Fig. 1: routed metal, one color a layer
Bar = 100 um.
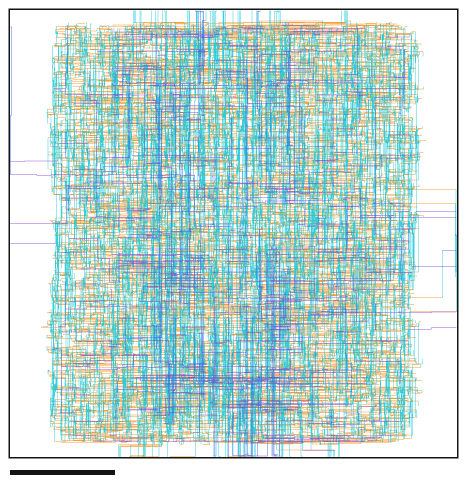
Fig. 2: clock distribution
Bar = 100 um.
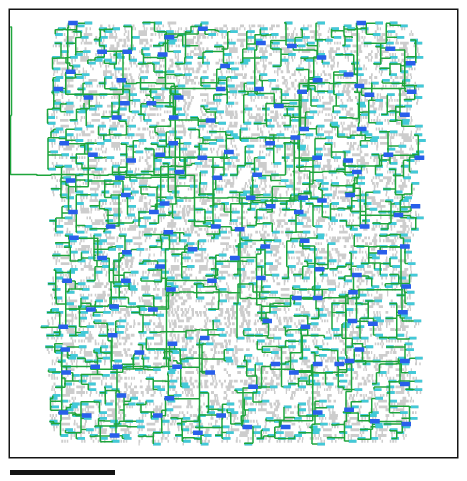
### config.mk
export PLATFORM = sky130hd
export DESIGN_NAME = reg_file
export DESIGN_NICKNAME = d
export VERILOG_FILES = /design/src/rtl/reg_file_pkg.sv /design/src/rtl/reg_scoreboard.sv /design/src/rtl/reg_file.sv
export SDC_FILE = /design/constraint.sdc
export NUM_CORES = 2
export LEC_CHECK = 0
export CAP_MARGIN = 40
export CELL_PAD_IN_SITES_DETAIL_PLACEMENT = 1
export CELL_PAD_IN_SITES_GLOBAL_PLACEMENT = 1
export CORE_MARGIN = 10
export CORE_UTILIZATION = 33
export CTS_CLUSTER_DIAMETER = 80
export DETAILED_ROUTE_END_ITERATION = 7
export DONT_BUFFER_PORTS = 1
export GPL_ROUTABILITY_DRIVEN = 0
export PLACE_DENSITY_LB_ADDON = 0.1
export SYNTH_ARGS = -nofsm -noshare
export SYNTH_HDL_FRONTEND = slang
export SYNTH_SLANG_ARGS = --single-unit
### constraint.sdc
create_clock -name clk -period 11.7 [get_ports clk]
set_input_delay 3.51 -clock clk [delete_from_list [all_inputs] [get_ports clk]]
set_output_delay 3.51 -clock clk [all_outputs]
set_load 0.03 [all_outputs]
### src/rtl/reg_file_pkg.sv
// Shared pipeline package: default register-file geometry used by decode,
// write-back and the register file itself.
//   ADDR_LEN_DEF  - register address width (2**ADDR_LEN_DEF registers)
//   WORD_SIZE_DEF - register data width
package reg_file_pkg;

    localparam int unsigned ADDR_LEN_DEF  = 5;
    localparam int unsigned WORD_SIZE_DEF = 32;

endpackage

### src/rtl/reg_scoreboard.sv
// Busy-bit scoreboard for the register file.
// Ports:
//   clk, rst       - clock, synchronous active-high reset
//   w_en_i         - write-back strobe
//   dst_addr_i     - write-back destination (clears its busy bit)
//   issue_en_i     - decode issues an instruction writing issue_addr_i
//   issue_addr_i   - destination of the issued instruction (sets busy)
//   rs1_addr_i     - read source 1
//   rs2_addr_i     - read source 2
//   stall_o        - a source is busy and not covered by the bypass
module reg_scoreboard
    import reg_file_pkg::*;
#(
    parameter int unsigned ADDR_LEN = ADDR_LEN_DEF
) (
    input  logic                clk,
    input  logic                rst,
    input  logic                w_en_i,
    input  logic [ADDR_LEN-1:0] dst_addr_i,
    input  logic                issue_en_i,
    input  logic [ADDR_LEN-1:0] issue_addr_i,
    input  logic [ADDR_LEN-1:0] rs1_addr_i,
    input  logic [ADDR_LEN-1:0] rs2_addr_i,
    output logic                stall_o
);

    localparam int unsigned NREG = 2 ** ADDR_LEN;

    logic [NREG-1:0] busy_q, busy_d;
    logic            rs1_busy, rs2_busy;

    // The issue update is applied after the write-back clear so that an
    // issue and a write-back to the same register leave it busy.
    always_comb begin
        busy_d = busy_q;
        if (w_en_i)
            busy_d[dst_addr_i] = 1'b0;
        if (issue_en_i && issue_addr_i != '0)
            busy_d[issue_addr_i] = 1'b1;
    end

    always_ff @(posedge clk) begin
        if (rst)
            busy_q <= '0;
        else
            busy_q <= busy_d;
    end

    // A source being written back this cycle is served by the bypass.
    always_comb begin
        rs1_busy = busy_q[rs1_addr_i] && !(w_en_i && dst_addr_i == rs1_addr_i);
        rs2_busy = busy_q[rs2_addr_i] && !(w_en_i && dst_addr_i == rs2_addr_i);
        stall_o  = !rst && (rs1_busy || rs2_busy);
    end

endmodule

### src/rtl/reg_file.sv
// Register file with write-back bypass and busy-bit scoreboard.
// Ports:
//   clk, rst      - clock, synchronous active-high reset
//   w_en          - write-back strobe
//   dst_addr_i    - write-back destination register
//   data_i        - write-back data
//   rs1_addr_i    - read port 1 address
//   rs2_addr_i    - read port 2 address
//   rs1_data_o    - read port 1 data (combinational)
//   rs2_data_o    - read port 2 data (combinational)
//   issue_en      - decode issues an instruction that writes issue_addr_i
//   issue_addr_i  - destination register of the issued instruction
//   stall_o       - a read source has a pending result
module reg_file
    import reg_file_pkg::*;
#(
    parameter int unsigned ADDR_LEN  = ADDR_LEN_DEF,
    parameter int unsigned WORD_SIZE = WORD_SIZE_DEF
) (
    input  logic                 clk,
    input  logic                 rst,
    input  logic                 w_en,
    input  logic [ADDR_LEN-1:0]  dst_addr_i,
    input  logic [WORD_SIZE-1:0] data_i,
    input  logic [ADDR_LEN-1:0]  rs1_addr_i,
    input  logic [ADDR_LEN-1:0]  rs2_addr_i,
    output logic [WORD_SIZE-1:0] rs1_data_o,
    output logic [WORD_SIZE-1:0] rs2_data_o,
    input  logic                 issue_en,
    input  logic [ADDR_LEN-1:0]  issue_addr_i,
    output logic                 stall_o
);

    localparam int unsigned NREG = 2 ** ADDR_LEN;

    logic [WORD_SIZE-1:0] regs_q [NREG];
    logic [WORD_SIZE-1:0] regs_d [NREG];

    // Register 0 is never written, so it stays at its reset value of 0.
    always_comb begin
        regs_d = regs_q;
        if (w_en && dst_addr_i != '0)
            regs_d[dst_addr_i] = data_i;
    end

    always_ff @(posedge clk) begin
        if (rst)
            regs_q <= '{default: '0};
        else
            regs_q <= regs_d;
    end

    // Bypass takes priority even during reset; otherwise reset forces 0
    // so the ports read clean zeros before the array has been cleared.
    always_comb begin
        if (w_en && rs1_addr_i != '0 && dst_addr_i == rs1_addr_i)
            rs1_data_o = data_i;
        else if (rst)
            rs1_data_o = '0;
        else
            rs1_data_o = regs_q[rs1_addr_i];

        if (w_en && rs2_addr_i != '0 && dst_addr_i == rs2_addr_i)
            rs2_data_o = data_i;
        else if (rst)
            rs2_data_o = '0;
        else
            rs2_data_o = regs_q[rs2_addr_i];
    end

    reg_scoreboard #(
        .ADDR_LEN(ADDR_LEN)
    ) u_scoreboard (
        .clk         (clk),
        .rst         (rst),
        .w_en_i      (w_en),
        .dst_addr_i  (dst_addr_i),
        .issue_en_i  (issue_en),
        .issue_addr_i(issue_addr_i),
        .rs1_addr_i  (rs1_addr_i),
        .rs2_addr_i  (rs2_addr_i),
        .stall_o     (stall_o)
    );

endmodule

==> reports/results.ini <==
[worst_setup_path]
crit_type = primary input to output pin
endpoint_kind = output pin
rrSetupSlack_ns = 10.81
crit_start = rst
path_buffers = 0

[floorplanning]
fp_util_pct = 33.2
chipArea_um2 = 180000
top_level_ports = 121

[detailed_routing]
wirelength_um = 256000
drc_errors = 0

[global_routing]
grt_antenna_before_repair = 0
grt_pass1_vias = 48495
grtUsageTotal_pct = 27.5

[timing]
slew_headroom_pct = -338
worst_pin_slew_ns = 6.57
setup_tns_ns = 0
setup_viol = 0
grt_setup_unrepaired = false
worst_slack_ns = 0.760
final-hold-violation-count = 0
finalCritPeriodShare_pct = 93.5
fin_crit_ns = 10.94
slew_viol_final = 1044

[finish]
fillers = 18864

[pwr]
p_sw_w = 0.00203
powerSeq_w = 0.00364
combinationalPowerShare_pct = 5.4
seqPwrFrac_pct = 43.8

[cts]
htreeDepth = 4
cts.path.max_buffers = 3
tritoncts = done
cts_root_buf = clkbuf_16

[yosys]
ys_seq_elements = 1056
yosysChipArea_um2 = 54000
synthArstFlopShare_pct = 0
synth-adder-area-share_pct = 0
synth_area_um2 = 54000
yosysTopAreaCell = dfxtp_1

[placement]
dp_hpwl_um = 141000

[status]
violations = max-slew violations
status = finished with violations

## Picture notes: Fig. 1
Key: met1 = orange [wire length 112 mm]; met3 = purple [wire length 15500 um]; met2 = cyan [wire length 119 mm]; met4 = blue [wire length 10500 um]

## Picture notes: Fig. 2
Key: flip-flops = cyan [count 1056]; clock wires = green [length 17100 um]; cells driving clock nets = blue [count 134]
Position of the flops: all over the die.
Clk. pwr: 0.00422 W
Late-Pin Clk Latency: 0.80 ns
clock share of power: 50.8%
clk_skew: 0 ns

[final cells by class]
type,count,area [um2],area share (%)
repair buffers,99,821,1.38
multi-input cells,4582,30400,51.1
clock buffers,202,4060,6.82
diodes,2,5.00,0.00842
flip-flops and latches,1056,21100,35.6
well taps,2175,2720,4.58
inverters,1,3.75,0.00632
clock inverters,34,328,0.552
[metal layers]
metal / wire length, um / global-route usage [%] / vias up
li1: - / - / 21248
met1: 112000 / 36.6 / 25258
met2: 119000 / 44.4 / 1617
met3: 15500 / 4.64 / 434
met4: 10500 / 10.6 / 0
met5: 0 / 0 / -
[stage by stage]
stage | utilization, % | power (W) | std cells | instance area (um2) | hold slack, ns
2_1_floorplan | - | 0.00419 | 6318 | 54000 | 0.441
3_3_place_gp | 33.8 | 0.00414 | 7901 | 54900 | 0.450
3_5_place_dp | 33.8 | 0.00415 | 7911 | 55000 | 0.459
4_1_cts | 36.5 | 0.00837 | 8147 | 59400 | 0.467
5_1_grt | 36.6 | 0.00853 | 8149 | 59400 | 0.482
6_report | 36.6 | 0.00831 | 8151 | 59400 | 0.467
[cell usage in the layout (no fill, tap or decap), drive strengths merged, types with 3 or more instances in the layout]
cell / instances
nand2: 2133
dfxtp: 1056
a21oi: 1010
mux4: 360
mux2i: 312
clkbuf: 203
a22oi: 149
o22ai: 97
buf: 97
nor2: 78
mux2: 77
a211oi: 75
a32o: 64
nor2b: 52
nand3: 27
o21ai: 21
o221ai: 21
o211ai: 19
clkinv: 18
a32oi: 13
o311ai: 11
inv: 11
xor2: 8
nor3b: 8
nor3: 6
and3: 5
and3b: 5
and2: 5
bufinv: 4
or3: 3
or2: 3
[sequential cells by signal, summed over array words and instances, names as in the netlist]
signal	cells
regs_q	1024
u_scoreboard.busy_q	32
Power and IR drop assume default switching activity.
